==> config.mk <==
export PLATFORM = sky130hd
export DESIGN_NAME = clock_time_counter
export DESIGN_NICKNAME = d
export VERILOG_FILES = /design/src/rtl/clock_time_counter_pkg.sv /design/src/rtl/clock_time_counter_bcd_mod_counter.sv /design/src/rtl/clock_time_counter.sv
export SDC_FILE = /design/constraint.sdc
export NUM_CORES = 1
export LEC_CHECK = 0
export CAP_MARGIN = 20
export CORE_ASPECT_RATIO = 1.4
export CORE_MARGIN = 1
export CORE_UTILIZATION = 58
export CTS_CLUSTER_SIZE = 20
export DETAILED_ROUTE_END_ITERATION = 8
export PLACE_DENSITY = 0.84
export SLEW_MARGIN = 20
export SYNTH_ARGS = -nofsm -noshare
export SYNTH_HDL_FRONTEND = slang
export SYNTH_HIERARCHICAL = 1
export SYNTH_SLANG_ARGS = --single-unit
==> constraint.sdc <==
create_clock -name ck -period 7 [get_ports ck]
set_input_delay 1.4 -clock ck [delete_from_list [all_inputs] [get_ports ck]]
set_output_delay 1.4 -clock ck [all_outputs]
set_load 0.02 [all_outputs]
==> src/rtl/clock_time_counter_pkg.sv <==
// Shared constants and BCD helpers for the digital clock timekeeping core.
// Holds the field width, per-field BCD limits and the increment/12-hour mapping functions.
package clock_time_counter_pkg;

  localparam int FIELD_W = 8;

  localparam logic [FIELD_W-1:0] SEC_MAX  = 8'h59;
  localparam logic [FIELD_W-1:0] MIN_MAX  = 8'h59;
  localparam logic [FIELD_W-1:0] HOUR_MAX = 8'h23;

  // Advance a two-digit BCD value by one, wrapping to 00 after lim.
  function automatic logic [FIELD_W-1:0] bcd_next(input logic [FIELD_W-1:0] v,
                                                  input logic [FIELD_W-1:0] lim);
    logic [FIELD_W-1:0] r;
    if (v == lim)
      r = '0;
    else if (v[3:0] == 4'd9)
      r = {v[7:4] + 4'd1, 4'd0};
    else
      r = {v[7:4], v[3:0] + 4'd1};
    return r;
  endfunction

  // Map a 24-hour BCD hour onto the 12-hour face: 00 -> 12, 13..23 -> 01..11.
  function automatic logic [FIELD_W-1:0] hour_to_12(input logic [FIELD_W-1:0] h24);
    logic [FIELD_W-1:0] r;
    case (h24)
      8'h00:   r = 8'h12;
      8'h13:   r = 8'h01;
      8'h14:   r = 8'h02;
      8'h15:   r = 8'h03;
      8'h16:   r = 8'h04;
      8'h17:   r = 8'h05;
      8'h18:   r = 8'h06;
      8'h19:   r = 8'h07;
      8'h20:   r = 8'h08;
      8'h21:   r = 8'h09;
      8'h22:   r = 8'h10;
      8'h23:   r = 8'h11;
      default: r = h24;
    endcase
    return r;
  endfunction

endpackage

==> src/rtl/clock_time_counter_bcd_mod_counter.sv <==
// Two-digit BCD modulo counter used for the seconds, minutes and hours fields.
// clr has priority over inc; wrap_o flags an increment taken while sitting at MAX_BCD.
module bcd_mod_counter
  import clock_time_counter_pkg::*;
#(
  parameter logic [FIELD_W-1:0] MAX_BCD = 8'h59
) (
  input  logic               ck,
  input  logic               sysreset,
  input  logic               clr,
  input  logic               inc,
  output logic [FIELD_W-1:0] value_o,
  output logic               wrap_o
);

  logic [FIELD_W-1:0] value_q, value_d;

  always_comb begin
    value_d = value_q;
    if (clr)
      value_d = '0;
    else if (inc)
      value_d = bcd_next(value_q, MAX_BCD);
  end

  always_ff @(posedge ck or posedge sysreset) begin
    if (sysreset)
      value_q <= '0;
    else
      value_q <= value_d;
  end

  assign value_o = value_q;
  assign wrap_o  = inc & (value_q == MAX_BCD);

endmodule

==> src/rtl/clock_time_counter.sv <==
// Clock timekeeping core: 1 Hz prescaler, set-command edge detect and BCD h:m:s counters.
// Define HOUR12_EN to present hour_bcd as 12-hour time with a registered pm flag.
module clock_time_counter
  import clock_time_counter_pkg::*;
#(
  parameter int DIV = 1000,
  parameter int PW  = 10
) (
  input  logic               ck,
  input  logic               sysreset,
  input  logic               sec_reset,
  input  logic               min_inc,
  input  logic               hour_inc,
  output logic [FIELD_W-1:0] sec_bcd,
  output logic [FIELD_W-1:0] min_bcd,
  output logic [FIELD_W-1:0] hour_bcd,
  output logic               tick_1hz,
  output logic               blink,
  output logic               pm
);

  logic [PW-1:0]      presc_q, presc_d;
  logic               tick_q, tick_d;
  logic               sec_reset_prev_q, min_inc_prev_q, hour_inc_prev_q;
  logic               sec_clr, min_edge, hour_edge;
  logic               presc_top;
  logic               sec_adv, sec_carry;
  logic               min_adv, min_wrap;
  logic               hour_carry, hour_adv, hour_wrap;
  logic [FIELD_W-1:0] hour_q;

  // Inputs are already in the ck domain; one history flop per command is enough.
  assign sec_clr   = sec_reset & ~sec_reset_prev_q;
  assign min_edge  = min_inc   & ~min_inc_prev_q;
  assign hour_edge = hour_inc  & ~hour_inc_prev_q;

  assign presc_top = (presc_q == PW'(DIV - 1));

  // A seconds clear restarts the second, so it also swallows a tick due this cycle.
  always_comb begin
    presc_d = presc_top ? '0 : presc_q + PW'(1);
    tick_d  = presc_top & ~sec_clr;
    if (sec_clr)
      presc_d = '0;
  end

  always_ff @(posedge ck or posedge sysreset) begin
    if (sysreset) begin
      presc_q          <= '0;
      tick_q           <= 1'b0;
      sec_reset_prev_q <= 1'b0;
      min_inc_prev_q   <= 1'b0;
      hour_inc_prev_q  <= 1'b0;
    end else begin
      presc_q          <= presc_d;
      tick_q           <= tick_d;
      sec_reset_prev_q <= sec_reset;
      min_inc_prev_q   <= min_inc;
      hour_inc_prev_q  <= hour_inc;
    end
  end

  assign tick_1hz = tick_q;
  assign blink    = (presc_q < PW'(DIV / 2));

  assign sec_adv = tick_q & ~sec_clr;

  bcd_mod_counter #(.MAX_BCD(SEC_MAX)) u_sec (
    .ck       (ck),
    .sysreset (sysreset),
    .clr      (sec_clr),
    .inc      (sec_adv),
    .value_o  (sec_bcd),
    .wrap_o   (sec_carry)
  );

  // Carry and manual edge merge into one step; only a carry-driven wrap reaches hours.
  assign min_adv = sec_carry | min_edge;

  bcd_mod_counter #(.MAX_BCD(MIN_MAX)) u_min (
    .ck       (ck),
    .sysreset (sysreset),
    .clr      (1'b0),
    .inc      (min_adv),
    .value_o  (min_bcd),
    .wrap_o   (min_wrap)
  );

  assign hour_carry = min_wrap & sec_carry;
  assign hour_adv   = hour_carry | hour_edge;

  bcd_mod_counter #(.MAX_BCD(HOUR_MAX)) u_hour (
    .ck       (ck),
    .sysreset (sysreset),
    .clr      (1'b0),
    .inc      (hour_adv),
    .value_o  (hour_q),
    .wrap_o   (hour_wrap)
  );

`ifdef HOUR12_EN
  logic pm_q, pm_d;

  // pm follows the internal 24-hour count: set on 11 -> 12, cleared on 23 -> 00.
  always_comb begin
    pm_d = pm_q;
    if (hour_wrap)
      pm_d = 1'b0;
    else if (hour_adv && (hour_q == 8'h11))
      pm_d = 1'b1;
  end

  always_ff @(posedge ck or posedge sysreset) begin
    if (sysreset)
      pm_q <= 1'b0;
    else
      pm_q <= pm_d;
  end

  assign hour_bcd = hour_to_12(hour_q);
  assign pm       = pm_q;
`else
  logic day_wrap_unused;
  assign day_wrap_unused = hour_wrap;
  assign hour_bcd        = hour_q;
  assign pm              = 1'b0;
`endif

endmodule

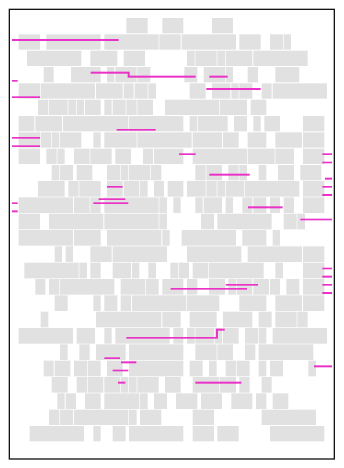
**Above:** the metal 3 layer.
Scale: 6 px per µm. Cells faint in the background.
- main direction: horizontal
- share of all routed wire: 3.7%
- nets with wire on the layer: 33

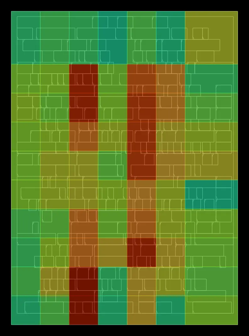
**Above:** congestion heat map.
met1 routing resource usage after global routing: 30.0%
post-detailed-route wirelength per cell: 14.4 µm

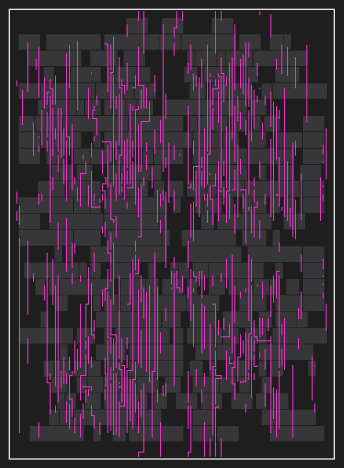
**Above:** the metal 2 layer.
Scale: 6 px per µm. Cells faint in the background.
- longest straight run: 32.3 µm
- share of all routed wire: 50%
- main direction: vertical

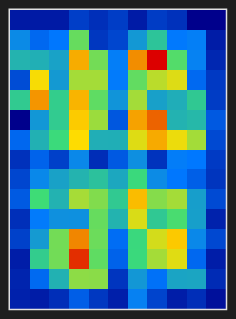
**Above:** signal metal coverage by tile.
Scale: 4 px per µm. The die is cut into 11 by 15 equal tiles; dark blue is low, red is high, scaled to the fullest tile. Values are wire area over tile area, all layers added.
- nearly empty tiles: 1.8%
- tiles over half the peak: 28%
- mean over tiles: 0.17
- densest ninth of the die: center
- fullest tile: 0.48

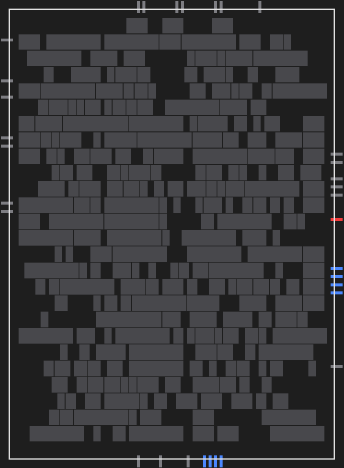
**Above:** I/O pins on the die edge.
Scale: 6 px per µm. Pins as bars across the die edge, other pins in gray.
- red: sysreset (pins 1; direction input; edge right)
- blue: sec_bcd (pins 8; direction output; edge 4 bottom, 4 right)
- all pins by edge: 11 right, 7 bottom, 7 left, 7 top

==> impl.org <==
* Implementation run

** Routing
- Number of vias per cell :: 5.96
- Via total after detailed routing :: 1824
- Antenna Violating Nets Remaining :: 0
- Per the detailed-route log, wirelength across all metal layers totals 4410 µm.
- For this run, the detailed router's first-pass iteration total came to 4.
- Initial DRC count :: 42
- DRC Markers :: 0

** Worst setup path
- In this run the critical register-to-register path is captured at u_hour/value_o[2].
- Slowest Stage Delay on Critical Path :: 430 ps
- Looking at the setup timing report, the critical path kind is input pin to flip-flop.
- Critical path required time :: 7240 ps
- Critical path's slowest cell :: clkdlybuf4s50_1
- Worst setup slack for register-to-register paths :: 4030 ps
- Series of cell instances along the critical path :: clkdlybuf4s50_1 -> nor2b_1 -> buf_4 -> nor2b_1 -> nand4b_2 -> nor2_1 -> a21o_1 -> nand4b_2 -> nor2_1 -> nand2_1 -> o21ai_0 -> buf_4 -> nand2_1 -> or4_1 -> o21ai_1
- Launch point of the worst path :: sec_reset
- According to the timing report, the arrival time at the worst endpoint equals 4450 ps.
- The worst setup path is captured at a flip-flop.
- Startpoint of the most critical register-to-register path :: sec_reset_prev_q
- The number of cells on the worst reg-to-reg path is 14.
- CP Launch Type :: input pin
- In this run the worst path has a maximum fanout of 17.

** Place
- The placement summary gives the final routability congestion estimate as 0.816.
- DP Cell Count :: 298
- The wire-length estimate of the detail-placed layout is 2850 µm.
- The placement report lists the number of port buffers as 30.

** Layout
- Layout cells sized above 1 :: 5.68%
- For this run, the script counts the antenna cells in the layout as 0.
- At the end of the flow, the number of nets in the layout was 281.
- Per the run report, area growth between synthesis and finish was 21.9%.
- Fill cell total of the finished layout :: 273
- Final cell count without fillers :: 306

** Clock tree
- The clock H-tree reported by CTS has 2 levels.
- Number of gates resized after CTS :: 0
- Looking at the clock tree report, the root buffer type is clkbuf_8.
- The CTS log lists the clock sinks for this run as 38.
- Clock tree from TritonCTS :: yes
- The skew report gives the latency at the later pin of the worst-skew pair as 300 ps.
- Number of hold buffers added after cts :: 0
- Number of setup buffers added after CTS :: 0
- The timing report gives the clock slew at the launch and capture registers of the worst setup and hold paths as 90 ps.
- Looking at the clock tree report, the maximum root-to-sink buffer count equals 2.
- TritonCTS Buffers :: 5

** Yosys
- Number of synthesis warnings :: 6
- Synthesized area divided by synthesized cell count :: 9.56 µm²
- Counting every instance in the synthesized netlist gives 229.
- The mapped netlist covers 2190 µm².

** Global route
- Leftover overflow at the end of global routing :: 0
- Antenna violations before repair :: 0
- The first global-routing pass estimated 7040 µm of wire.
- Pin count of the biggest net entering global routing :: 18
- Total global routing track utilization :: 23.9%
- Via count of the first global-routing pass :: 1607

** Power
- Overall Power :: 526 µW
- The power report puts the leakage power at 0.00116 µW.
- Power density cells :: 197 nW/µm²
- IR analysis of the VDD net gives a maximum drop of 0.000186 V.

** Floorplanning
- Floorplan-stage core utilization :: 60.1%
- Core Footprint :: 3640 µm²
- Number of rows created at floorplan :: 26
- Total die size :: 4030 µm²
- Die Span Y :: 74.7 µm
- The die is 53.9 µm wide.
- 32 I/O pins were placed.

** Timing
- Per the finish-stage timing summary, setup violations number 0.
- Total Negative Setup Slacks :: 0 ps
- The transition time recorded at the tightest slew-check pin is 523 ps.
- The flow reports an fmax of 0.237 GHz.
- Setup repair after global routing left no endpoint under its margin.
- After layout, the minimum clock period comes to 4210 ps.
- The final timing report lists a max-slew violation count of 0.
- The worst path uses 60.2% of the clock period.
- Fin. Hold Viols :: 0
- Rel. slew slack :: 65.1%
- Between clock sinks in the finished design, the worst skew comes to 14.0 ps.

** Worst hold path
- The path with the worst hold slack has its endpoint at presc_q[0].
- The report gives the cell count of the worst hold path as 1.
- Looking at hold timing, the worst path starts from presc_q[0].
- Path category of the worst min-delay check :: flip-flop to flip-flop

** Flow run
- Tool warning count :: 32
- The report counts max-capacitance violations totalling 0.

** Status
- Status :: finished clean
[sequential cells by signal, indices dropped and copies added (netlist names)]
name and cells:
sec_reset_prev_q 1, hour_inc_prev_q 1, min_inc_prev_q 1, u_min/value_o 8, tick_1hz 1, u_hour/value_o 8, presc_q 10, u_sec/value_o 8
[worst max-delay path: cells and delay by family]
family | cells | cell delay, ps
and+or+nand+nor | 9 | 1780
AOI/OAI and AO/OA | 3 | 440
buffers and inverters | 3 | 820
[worst max path at each step]
stage                     slack, ps                end  depth (start not counted)
after floorplan                3300  u_hour/value_o[4]                         14
after global placement         2580  u_hour/value_o[2]                         15
after detailed placement       2500  u_hour/value_o[2]                         15
after CTS                      2810  u_hour/value_o[2]                         15
after global routing           2550  u_hour/value_o[2]                         15
final                          2790  u_hour/value_o[2]                         15
[stage by stage]
| step | hold WS [ps] | instance area (µm²) | util (%) | setup WS (ps) |
|---|---|---|---|---|
| 2_1_floorplan | 453 | 2200 | - | 3300 |
| 3_3_place_gp | 466 | 2530 | 69.4 | 2580 |
| 3_5_place_dp | 478 | 2530 | 69.4 | 2500 |
| 4_1_cts | 492 | 2670 | 73.3 | 2810 |
| 5_1_grt | 507 | 2670 | 73.3 | 2550 |
| 6_report | 490 | 2670 | 73.3 | 2790 |
[area by class of cell]
| type | instances | area (µm²) | share of cell area, % |
|---|---|---|---|
| inverters | 18 | 67.6 | 2.53 |
| multi-input cells | 168 | 1140 | 42.7 |
| well taps | 42 | 52.6 | 1.97 |
| repair buffers | 32 | 315 | 11.8 |
| clock buffers | 6 | 82.6 | 3.09 |
| flip-flops and latches | 38 | 951 | 35.6 |
| clock inverters | 2 | 60.1 | 2.25 |
[placed cells by master, fill, tap and decap left out, drive strengths merged, types with 2 or more instances in the layout]
cell,instances
inv,18
dfrtp,38
conb,4
nor3b,2
o32ai,3
clkdlybuf4s50,30
xor2,2
nor2b,7
buf,2
o21ai,15
a211o,2
ha,13
o31ai,5
nand2b,5
clkbuf,6
bufinv,2
nand3b,13
a31oi,3
and3,2
nand3,10
or3,5
and4b,4
a21o,2
nand4,3
or4b,2
nand4b,2
mux2,2
nand2,13
a21boi,2
a32o,2
a21oi,14
nor2,18
or4,2
[per-layer routing]
| metal | vias to the layer above | track usage [%] | share of wire (%) |
|---|---|---|---|
| met3 | 5 | 5.45 | 3.7 |
| met2 | 52 | 39.1 | 50 |
| met4 | 0 | 9.65 | 1.3 |
| li1 | 888 | - | - |
| met5 | - | 0 | 0 |
| met1 | 879 | 30.0 | 45 |
[power breakdown]
part / switching, µW / internal, µW / total (µW)
Clock: 83.3 / 152 / 235
Sequential: 14.6 / 230 / 245
Combinational: 26.8 / 18.9 / 45.7
Total: 125 / 401 / 526
Power figures rest on the tool's default switching activity, not on a simulated workload.
